===== config.mk =====
export PLATFORM = sky130hd
export DESIGN_NAME = mux_64x1_rr_sequencer
export DESIGN_NICKNAME = d
export VERILOG_FILES = /design/src/rtl/mux_seq_pkg.sv /design/src/rtl/rr_pick64.sv /design/src/rtl/mux_64x1_rr_sequencer.sv
export SDC_FILE = /design/constraint.sdc
export NUM_CORES = 1
export LEC_CHECK = 0
export CAP_MARGIN = 20
export CORE_MARGIN = 4
export CORE_UTILIZATION = 30
export DETAILED_ROUTE_END_ITERATION = 10
export PLACE_DENSITY = 0.5
export SLEW_MARGIN = 20
export SYNTH_ARGS = -nofsm -noshare
export SYNTH_HDL_FRONTEND = slang
export SYNTH_HIERARCHICAL = 1
export SYNTH_SLANG_ARGS = --single-unit

===== constraint.sdc =====
create_clock -name clk -period 11.4 [get_ports clk]
set_input_delay 2.28 -clock clk [delete_from_list [all_inputs] [get_ports clk]]
set_output_delay 2.28 -clock clk [all_outputs]
set_load 0.02 [all_outputs]

===== src/rtl/mux_seq_pkg.sv =====
// Shared constants and FSM state type for the 64:1 mux round-robin sequencer.
package mux_seq_pkg;

    localparam int N_REQ = 64;
    localparam int SEL_W = 6;

    typedef enum logic [1:0] {
        IDLE   = 2'd0,
        SAMPLE = 2'd1,
        WAIT   = 2'd2
    } state_t;

endpackage


===== src/rtl/rr_pick64.sv =====
// Round-robin pick: rotate req so the search starts at ptr+1, then priority-encode the lowest set bit.
module rr_pick64
    import mux_seq_pkg::*;
(
    input  logic [N_REQ-1:0] req,
    input  logic [SEL_W-1:0] ptr,
    output logic             any,
    output logic [SEL_W-1:0] win
);

    logic [SEL_W-1:0] start;
    logic [SEL_W-1:0] off;
    logic [N_REQ-1:0] rot;

    assign start = ptr + 1'b1;
    // Doubling req makes the right shift behave as a rotate; bit 0 of rot is requester 'start'.
    assign rot   = N_REQ'({req, req} >> start);
    assign any   = |req;
    assign win   = start + off;

    always_comb begin
        off = '0;
        for (int j = N_REQ - 1; j >= 0; j--) begin
            if (rot[j]) begin
                off = SEL_W'(j);
            end
        end
    end

endmodule


===== src/rtl/mux_64x1_rr_sequencer.sv =====
// Round-robin sequencer that owns the select of a shared 64:1 mux and forwards sampled bits downstream.
// Optional macro MUX_SEQ_TIMEOUT_EN aborts a transaction stalled in WAIT for TIMEOUT cycles.
module mux_64x1_rr_sequencer
    import mux_seq_pkg::*;
#(
    parameter int TIMEOUT = 16
) (
    input  logic             clk,
    input  logic             rst,
    input  logic [N_REQ-1:0] req,
    input  logic             y,
    output logic [SEL_W-1:0] s,
    output logic             out_valid,
    input  logic             out_ready,
    output logic             out_data,
    output logic [SEL_W-1:0] out_idx,
    output logic [N_REQ-1:0] ack,
    output logic             busy,
    output logic             timeout_err
);

    state_t           state;
    logic [SEL_W-1:0] ptr;
    logic             req_any;
    logic [SEL_W-1:0] win;

    rr_pick64 u_pick (
        .req (req),
        .ptr (ptr),
        .any (req_any),
        .win (win)
    );

    assign busy = (state != IDLE);

`ifdef MUX_SEQ_TIMEOUT_EN
    localparam int CNT_W = $clog2(TIMEOUT + 1);
    logic [CNT_W-1:0] wait_cnt;
`else
    logic unused_timeout;
    assign unused_timeout = ^TIMEOUT;
    assign timeout_err    = 1'b0;
`endif

    always_ff @(posedge clk) begin
        if (rst) begin
            state     <= IDLE;
            s         <= '0;
            out_valid <= 1'b0;
            out_data  <= 1'b0;
            out_idx   <= '0;
            ack       <= '0;
            ptr       <= SEL_W'(N_REQ - 1);
`ifdef MUX_SEQ_TIMEOUT_EN
            wait_cnt    <= '0;
            timeout_err <= 1'b0;
`endif
        end else begin
            ack <= '0;
`ifdef MUX_SEQ_TIMEOUT_EN
            timeout_err <= 1'b0;
`endif
            case (state)
                IDLE: begin
                    if (req_any) begin
                        s     <= win;
                        state <= SAMPLE;
                    end
                end
                SAMPLE: begin
                    // s was registered last cycle, so y has had a full cycle to settle.
                    out_data  <= y;
                    out_idx   <= s;
                    out_valid <= 1'b1;
                    state     <= WAIT;
`ifdef MUX_SEQ_TIMEOUT_EN
                    wait_cnt  <= '0;
`endif
                end
                WAIT: begin
                    if (out_ready) begin
                        ack       <= {{(N_REQ-1){1'b0}}, 1'b1} << out_idx;
                        ptr       <= out_idx;
                        out_valid <= 1'b0;
                        state     <= IDLE;
                    end
`ifdef MUX_SEQ_TIMEOUT_EN
                    else if (wait_cnt == CNT_W'(TIMEOUT - 1)) begin
                        // Stalled requester drops to lowest priority so others get through.
                        out_valid   <= 1'b0;
                        timeout_err <= 1'b1;
                        ptr         <= out_idx;
                        state       <= IDLE;
                    end else begin
                        wait_cnt <= wait_cnt + 1'b1;
                    end
`endif
                end
                default: state <= IDLE;
            endcase
        end
    end

endmodule


==> run_1/wires.png <==
The bar under the picture is 50 um long.
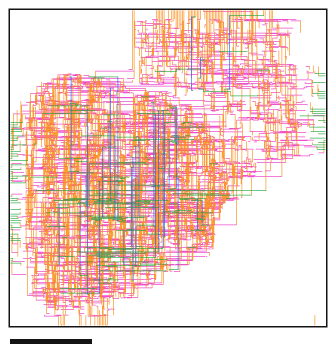
Key: metal 4 = blue [wire length 1610 um]; metal 3 = green [wire length 2240 um]; metal 2 = orange [wire length 18200 um]; metal 1 = magenta [wire length 16000 um]

==> run_1/congestion.png <==
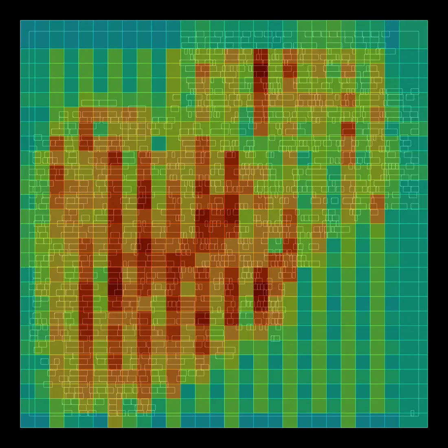
GR peak layer: met2
GR Util met2: 0.3276
Final Util: 0.3639
WL per Instance: 24.16 um

==> run_1/metal_density.png <==
The bar under the picture is 50 um long. 39 x 39 tiles, from dark blue (low) to red (high), scaled to the fullest tile. Values are wire area over tile area, all layers added.
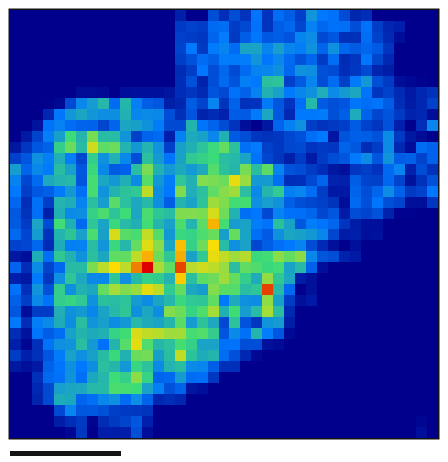
The emptiest ninth of the die: bottom right. The densest ninth of the die: middle. The mean over all tiles is 0.17. 32% of the tiles are nearly empty.

==> run_1/flops_by_reg.png <==
The bar under the picture is 50 um long. Other sequential cells in the stronger gray, the rest of the logic in the fainter gray.
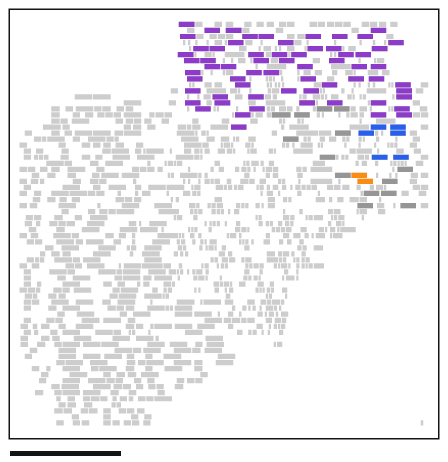
Key: out_idx = blue [sequential cells 6]; state = orange [sequential cells 2]; ack = purple [sequential cells 64]
Another 14 sequential cells are not colored.

==> impl_metrics.ini, run 1 <==
; implementation run metrics
[timing]
period_needed_ns = 6.990
fmax_mhz = 143.1
fin_ws_ns = 4.410
rsz0062_at_grt = false
worst_pin_slew_ns = 1.010

[synth]
synthTopLogicFamily = multiplexers
ys_top_cells_by_area = mux4_2 (28%), dfxtp_1 (17%), mux2i_1 (11%), mux2_2 (8.7%), nor2_1 (4.5%)
ys_sh_mux = 0.4847
yosys.area.top_type = mux4_2
flop_cell = dfxtp_1

[finish]
fin_cells = 1575
inverters = 18

[global_route]
grt_pass1_vias = 9097
gr-total-overflow = 0

[power]
power_density_nw_per_um2 = 141.6
powerClk_uw = 274

[status]
status = complete, no violations

[drt]
drtIter0Drc = 883

[cts]
cts_resized = 0

[worst_hold_path]
min_from = out_data
==> run_1/placement_by_type.png <==
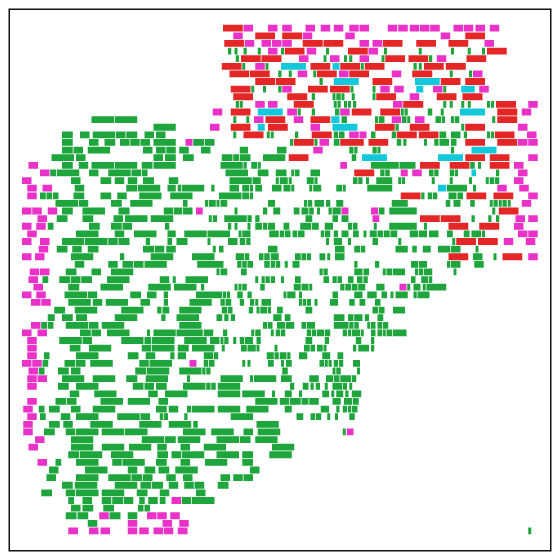

--- run 2 (diff from run 1) ---
==> constraint.sdc (replaced) <==
create_clock -name clk -period 6.5 [get_ports clk]
set_input_delay 1.3 -clock clk [delete_from_list [all_inputs] [get_ports clk]]
set_output_delay 1.3 -clock clk [all_outputs]
set_load 0.02 [all_outputs]
==> run_2/placement_by_type.png <==
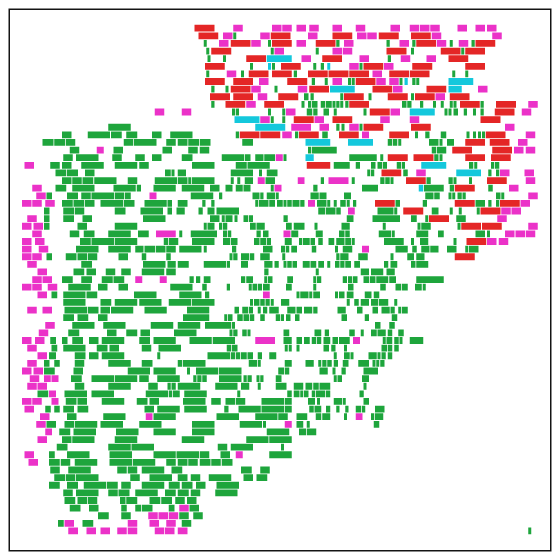
Key: remaining buffers and delay cells = magenta [cells 174]; clock drivers and dummy loads = cyan [cells 16]; sequential cells = red [cells 86]; combinational and other logic = green [cells 868]

==> impl_metrics.ini, run 2 <==
; implementation run metrics
[timing]
fmax_mhz = 167.4
rsz0062_at_grt = false
fin_skew_ns = 0.006400
worst_pin_slew_ns = 1.009
fin_ws_ns = 0.5263
setup_tns_ns = 0

[drt]
route.detailed.wl_per_inst_um = 24.10
drtIter0Drc = 825

[synth]
ys_sh_mux = 0.4847
flop_cell = dfxtp_1
synth_cells = 1043
ys_top_cells_by_area = mux4_2 (28%), dfxtp_1 (17%), mux2i_1 (11%), mux2_2 (8.7%), nor2_1 (4.5%)
yosys-top-cells-count = mux4_2 (128), nor2_1 (123), mux2i_1 (110)

[finish]
inverters = 18
final_util = 0.3695
final-clk-cell-share = 0.02367

[worst_hold_path]
min_from = out_data

[global_route]
gr-total-overflow = 0
use_met2 = 0.3236
grt_pass1_vias = 9192

[cts]
cts_resized = 0
ctsHoldBuffers = 0

[status]
status = complete, no violations

[power]
seq_power_uw = 561
powerClk_uw = 502
--- run 3 (diff from run 2) ---
--- a/config.mk
+++ b/config.mk
@@ -10,6 +10,7 @@
 export CORE_UTILIZATION = 30
 export DETAILED_ROUTE_END_ITERATION = 10
 export PLACE_DENSITY = 0.5
+export SKIP_CTS_REPAIR_TIMING = 1
 export SLEW_MARGIN = 20
 export SYNTH_ARGS = -nofsm -noshare
 export SYNTH_HDL_FRONTEND = slang
==> run_3/congestion.png <==
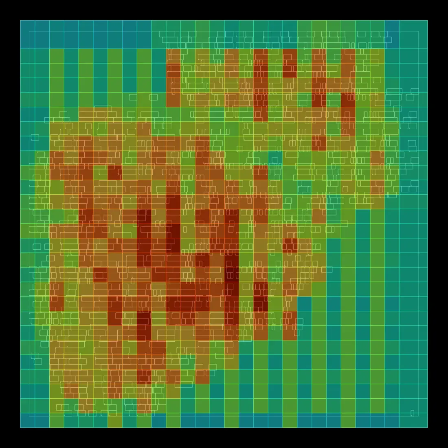
GR Util met2: 0.3236
Final Util: 0.3695
WL per Instance: 24.10 um

==> impl_metrics.ini, run 3 <==
; implementation run metrics
[status]
status = complete, no violations

[synth]
synthTopLogicFamily = multiplexers
ys_top_cells_by_area = mux4_2 (28%), dfxtp_1 (17%), mux2i_1 (11%), mux2_2 (8.7%), nor2_1 (4.5%)
syn_nets = 1118
edf_count = 0
ys_sh_mux = 0.4847
yosys-top-cells-count = mux4_2 (128), nor2_1 (123), mux2i_1 (110)

[global_route]
grt_most_used_layer = met2
gr-total-overflow = 0

[finish]
inverters = 18
final-clk-cell-share = 0.02367
fin_cells = 1592
fin_nets = 1214

[power]
powerClk_uw = 502
seq_power_uw = 561

[worst_hold_path]
min_from = out_data
min_to = out_data

[drt]
drtIter0Drc = 825

[timing]
fin_ws_ns = 0.5263
setup_tns_ns = 0
rsz0062_at_grt = false
period_needed_ns = 5.974
worst_pin_slew_ns = 1.009
